--- src/rtl/pin_io_sync.sv ---
// Pad-side I/O front end: per-pin input synchroniser, optional glitch filter,
// registered pad outputs and edge pulses. Define PIN_IO_FILTER_EN to build the filter.

module pin_io_sync_lane #(
    parameter int   SYNC_STAGES   = 2,
`ifdef PIN_IO_FILTER_EN
    parameter int   FILTER_CYCLES = 4,
`endif
    parameter logic INIT_BIT      = 1'b0
) (
    input  logic i_clk,
    input  logic i_rst_n,
    input  logic i_pin_out,
    input  logic i_pin_dir,
    input  logic i_pad_in,
    output logic o_pad_out,
    output logic o_pad_oe,
    output logic o_pin_in,
    output logic o_rise,
    output logic o_fall
);
    logic [SYNC_STAGES-1:0] r_sync;
    logic                   r_pad_out;
    logic                   r_pad_oe;
    logic                   r_prev;
    logic                   r_pdir;
    logic                   r_rise;
    logic                   r_fall;
    logic                   w_level;
    logic                   w_pin_in;
    logic                   w_dir_stable;

    always_ff @(posedge i_clk or negedge i_rst_n) begin
        if (!i_rst_n) begin
            r_sync <= {SYNC_STAGES{INIT_BIT}};
        end else begin
            r_sync <= {r_sync[SYNC_STAGES-2:0], i_pad_in};
        end
    end

`ifdef PIN_IO_FILTER_EN
    localparam int CW = $clog2(FILTER_CYCLES + 1);

    logic [CW-1:0] r_cnt;
    logic [CW-1:0] w_cnt_inc;
    logic          r_filt;

    assign w_cnt_inc = r_cnt + CW'(1);

    // A new level is accepted only after FILTER_CYCLES consecutive disagreeing samples.
    always_ff @(posedge i_clk or negedge i_rst_n) begin
        if (!i_rst_n) begin
            r_cnt  <= '0;
            r_filt <= INIT_BIT;
        end else if (r_sync[SYNC_STAGES-1] == r_filt) begin
            r_cnt  <= '0;
        end else if (w_cnt_inc == CW'(FILTER_CYCLES)) begin
            r_filt <= r_sync[SYNC_STAGES-1];
            r_cnt  <= '0;
        end else begin
            r_cnt  <= w_cnt_inc;
        end
    end

    assign w_level = r_filt;
`else
    assign w_level = r_sync[SYNC_STAGES-1];
`endif

    // Output pins read back their own data with no latency.
    assign w_pin_in     = i_pin_dir ? i_pin_out : w_level;
    assign w_dir_stable = ~(i_pin_dir ^ r_pdir);

    always_ff @(posedge i_clk or negedge i_rst_n) begin
        if (!i_rst_n) begin
            r_pad_out <= 1'b0;
            r_pad_oe  <= 1'b0;
            r_prev    <= INIT_BIT;
            r_pdir    <= 1'b0;
            r_rise    <= 1'b0;
            r_fall    <= 1'b0;
        end else begin
            r_pad_out <= i_pin_out;
            r_pad_oe  <= i_pin_dir;
            r_prev    <= w_pin_in;
            r_pdir    <= i_pin_dir;
            r_rise    <= w_pin_in & ~r_prev & w_dir_stable;
            r_fall    <= ~w_pin_in & r_prev & w_dir_stable;
        end
    end

    assign o_pad_out = r_pad_out;
    assign o_pad_oe  = r_pad_oe;
    assign o_pin_in  = w_pin_in;
    assign o_rise    = r_rise;
    assign o_fall    = r_fall;
endmodule

module pin_io_sync #(
    parameter int               NPINS         = 32,
    parameter int               SYNC_STAGES   = 2,
    parameter int               FILTER_CYCLES = 4,
    parameter logic [NPINS-1:0] INIT          = {NPINS{1'b0}}
) (
    input  logic             clock_160,
    input  logic             inp_resn,
    input  logic [NPINS-1:0] pin_out,
    input  logic [NPINS-1:0] pin_dir,
    input  logic [NPINS-1:0] pad_in,
    output logic [NPINS-1:0] pad_out,
    output logic [NPINS-1:0] pad_oe,
    output logic [NPINS-1:0] pin_in,
    output logic [NPINS-1:0] pin_rise,
    output logic [NPINS-1:0] pin_fall
);
    if (SYNC_STAGES < 2) begin : g_bad_sync
        $error("pin_io_sync: SYNC_STAGES must be at least 2");
    end

    if (FILTER_CYCLES < 1) begin : g_bad_filter
        $error("pin_io_sync: FILTER_CYCLES must be at least 1");
    end

    for (genvar g = 0; g < NPINS; g++) begin : g_pin
        pin_io_sync_lane #(
            .SYNC_STAGES   (SYNC_STAGES),
`ifdef PIN_IO_FILTER_EN
            .FILTER_CYCLES (FILTER_CYCLES),
`endif
            .INIT_BIT      (INIT[g])
        ) u_lane (
            .i_clk     (clock_160),
            .i_rst_n   (inp_resn),
            .i_pin_out (pin_out[g]),
            .i_pin_dir (pin_dir[g]),
            .i_pad_in  (pad_in[g]),
            .o_pad_out (pad_out[g]),
            .o_pad_oe  (pad_oe[g]),
            .o_pin_in  (pin_in[g]),
            .o_rise    (pin_rise[g]),
            .o_fall    (pin_fall[g])
        );
    end
endmodule

--- config.mk ---
export PLATFORM = sky130hd
export DESIGN_NAME = pin_io_sync
export DESIGN_NICKNAME = d
export VERILOG_FILES = /design/src/rtl/pin_io_sync.sv
export SDC_FILE = /design/constraint.sdc
export NUM_CORES = 1
export LEC_CHECK = 0
export CORE_UTILIZATION = 50
export DETAILED_ROUTE_END_ITERATION = 8
export GPL_TIMING_DRIVEN = 0
export HOLD_SLACK_MARGIN = 0.05
export PLACE_DENSITY_LB_ADDON = 0.08
export SLEW_MARGIN = 10
export SYNTH_ARGS = -nofsm -noshare
export SYNTH_HDL_FRONTEND = slang
export SYNTH_SLANG_ARGS = --single-unit
--- constraint.sdc ---
create_clock -name clock_160 -period 2.6 [get_ports clock_160]
set_clock_uncertainty 0.05 [all_clocks]
set_input_delay 0.26 -clock clock_160 [delete_from_list [all_inputs] [get_ports clock_160]]
set_output_delay 0.26 -clock clock_160 [all_outputs]
set_load 0.05 [all_outputs]
Figure 1. Signal metal coverage by tile (run 1).
The bar under the picture is 50 µm long. The die is cut into 26 by 26 equal tiles; dark purple is low, yellow is high, scaled to the fullest tile. Values are wire area over tile area, all layers added.
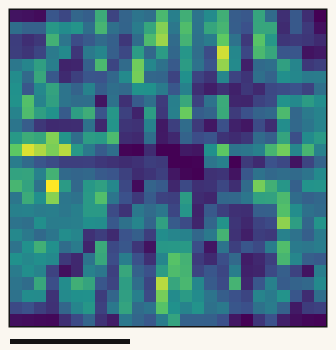
The emptiest ninth of the die: center. 21% of the tiles are over half the peak. The densest ninth of the die: west. The fullest tile reaches 0.44. 2.1% of the tiles are nearly empty. The mean over all tiles is 0.16.

Figure 2. Cells by drive strength (run 1).
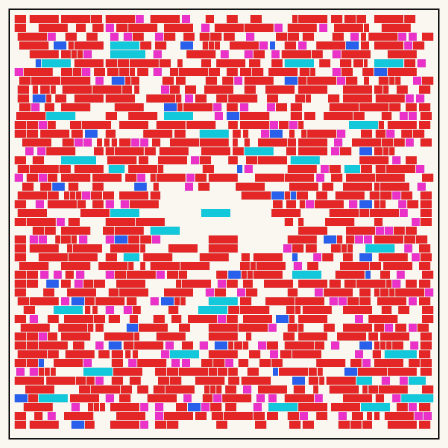
Key: blue = drive 2 [cells 41, share 4.5%, most used mux2_2]; magenta = drive 3 to 4 [cells 163, share 18%, most used buf_4]; red = drive 1 or less [cells 673, share 74%, most used clkdlybuf4s50_1]; cyan = drive 6 and up [cells 32, share 3.5%, most used clkbuf_16]

Figure 3. I/O nets highlighted (run 1).
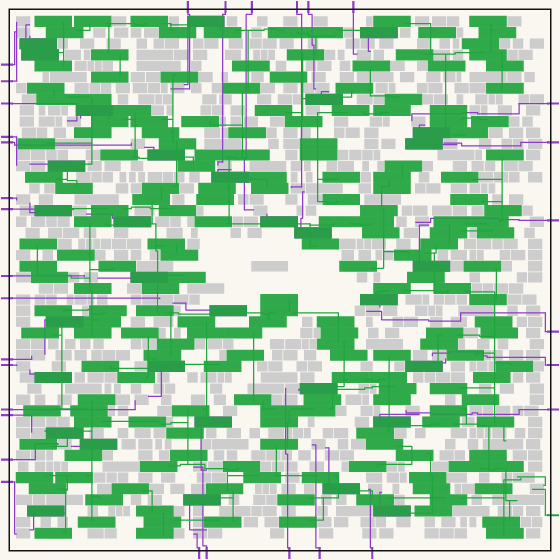
Key: purple = pad_in [bits 32, direction input, end cells 32, buffers 32, wire 999 µm]; green = inp_resn [bits 1, direction input, end cells 224, buffers 4, wire 1470 µm]

Figure 4. Cell classes on the final placement (run 1).
The bar under the picture is 50 µm long.
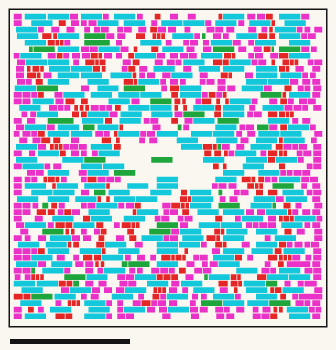
Key: red = all other logic [cells 224, share of their area 14%]; cyan = flip-flops [cells 224, share of their area 47%]; magenta = other buffers and delay cells [cells 420, share of their area 32%]; green = clock drivers and dummy loads [cells 41, share of their area 6.4%]

==> impl_metrics.toml, run 1 <==
# flow metrics
[outcome]
status = "complete, no violations"

[placement]
place_inst = 1087

[detailed_routing]
drt_pass1_iterations = 4
drc = 0
wl_met2_um = 8130
drt_wl_total_um = 16300
met3_length_um = 1470
vias = 5330
dr.max_layer_used = "met4"
wl_per_cell_um = 14.4

[power_and_ir_drop]
p_sw_share_pct = 25.8
pwr-share-seq_pct = 44.8
clockPowerShare_pct = 38.1
powerDensity_mw_per_mm2 = 694
p_sw_mw = 2.17
powerComb_mw = 1.43

[global_route]
use_met2_pct = 33.5
antenna_found_initial = 0

[layout]
seq_area_mm2 = 0.00561
utilization_pct = 73.4
layout-area-overhead-vs-synth_pct = 43.5
top_register = "g_pin.u_lane.r_sync"
drive_gt1_share_pct = 26.0
fillers = 1126
lay_top_count = "clkdlybuf4s50_1"
nets = 991

[final_timing]
fmax_mhz = 422
hold_slack_ns = 0.151
hold_viol = 0

[setup_path]
crit_type = "input pin to primary output"
critPathMaxFanout = 6
worstPathRequired_ns = 2.29
worst_setup_path_end_kind = "primary output"
crit_start = "pin_dir[13]"
endpoint = "pin_in[13]"
rr_worst_depth = 2

[synth]
flop_cell = "dfrtp_1"
yosysUniqueCellTypes = 10
top_area_share_pct = 66.3
synthTopCellsByArea = "dfrtp_1 (66%), buf_4 (14%), mux2_2 (4.3%), or3b_1 (3.3%), and3b_1 (3.2%)"
postSynthSeqShare_pct = 66.3
syn-num-nets = 706

[clocking]
clkTransAtPathRegs_ns = 0.06
clockBufferDepth = 3

[hold_path]
min-delay-start = "pad_in[11]"
whs_path_depth = 1
min_to = "g_pin[11].u_lane.r_sync[0]"

[floorplanning]
io_pins = 258
fp.dieW_um = 132
## run 1: what timing repair did
action | CTS | global route
hold buffers | 1 | 0
setup buffers | 0 | 0
endpoints found under the hold margin | 64 | 0
## run 1: kinds of logic after synthesis
| family | synth area share, % |
|---|---|
| flops | 66.3 |
| compound gates | 4.74 |
| simple gates | 10.4 |
| mux | 4.26 |
| buf+inv | 14.2 |
## run 1: area by class of cell
type	instances	area share (%)
clock inverters	13	1.01
repair buffers	260	21.8
flip-flops and latches	224	46.2
clock buffers	28	5.23
well taps	220	2.27
multi-input cells	224	13.6
plain buffers	160	9.91
## run 1: critical path, stage by stage
cell             delay (ns)
clkdlybuf4s50_1        0.58
mux2_2                 0.38
buf_4                  0.13
clkdlybuf4s50_1        0.71
==> run 1 -> run 2 <==
--- a/config.mk
+++ b/config.mk
@@ -14,3 +14,4 @@
 export SYNTH_ARGS = -nofsm -noshare
 export SYNTH_HDL_FRONTEND = slang
 export SYNTH_SLANG_ARGS = --single-unit
+export TNS_END_PERCENT = 30
Figure 5. I/O nets highlighted (run 2).
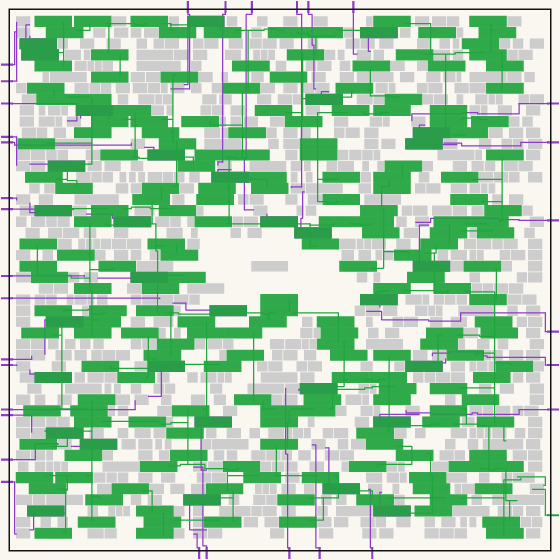
Key: green = inp_resn [bits 1, direction input, end cells 224, buffers 4, wire 1470 µm]; purple = pad_in [bits 32, direction input, end cells 32, buffers 32, wire 999 µm]

==> impl_metrics.toml, run 2 <==
# flow metrics
[outcome]
status = "complete, no violations"

[detailed_routing]
wl_met2_um = 8130
wl_per_cell_um = 14.4
drc = 0
dr.max_layer_used = "met4"
drt_wl_total_um = 16300
drt_pass1_iterations = 4

[setup_path]
rr_worst_depth = 2
worstPathRequired_ns = 2.29
crit_type = "input pin to primary output"
worst_setup_path_end_kind = "primary output"
endpoint = "pin_in[13]"
crit_cells = 4
cpMaxStageDelayCell = "clkdlybuf4s50_1"
cp_top_family = "buffers and inverters"
cp_slowest_stage_delay_ns = 0.71

[floorplanning]
io_pins = 258

[synth]
flop_cell = "dfrtp_1"
synthTopCellsByArea = "dfrtp_1 (66%), buf_4 (14%), mux2_2 (4.3%), or3b_1 (3.3%), and3b_1 (3.2%)"

[global_route]
use_met2_pct = 33.5

[clocking]
cts_setup_buffers = 0
ctsHoldBuffers = 1
clkTransAtPathRegs_ns = 0.06
clockBufferDepth = 3

[layout]
nets = 991
layout-area-overhead-vs-synth_pct = 43.5

[hold_path]
whs_path_depth = 1
min_to = "g_pin[11].u_lane.r_sync[0]"

[final_timing]
fmax_mhz = 422
hold_viol = 0

[power_and_ir_drop]
powerDensity_mw_per_mm2 = 694
-- run 2: cell families after synthesis --
kind of cell / Yosys count / share of synthesized area (%)
flip-flops: 224 / 66.3
AND-OR/OR-AND: 64 / 4.74
multiplexers: 32 / 4.26
AND/OR/NAND/NOR: 128 / 10.4
buffers and inverters: 160 / 14.2
-- run 2: layout make-up --
| cell class | count | area, µm² |
|---|---|---|
| Timing Repair Buffer | 260 | 2640 |
| Buffer | 160 | 1200 |
| Fill cell | 1126 | 4400 |
| Sequential cell | 224 | 5610 |
| Clock inverter | 13 | 123 |
| Clock buffer | 28 | 634 |
| Tap cell | 220 | 275 |
| Multi-Input combinational cell | 224 | 1640 |
-- run 2: power by group --
group          internal, mW  switching (mW)
clock                  1.93            1.28
combinational         0.631           0.804
sequential             3.68          0.0946
Power figures rest on the tool's default switching activity, not on a simulated workload.
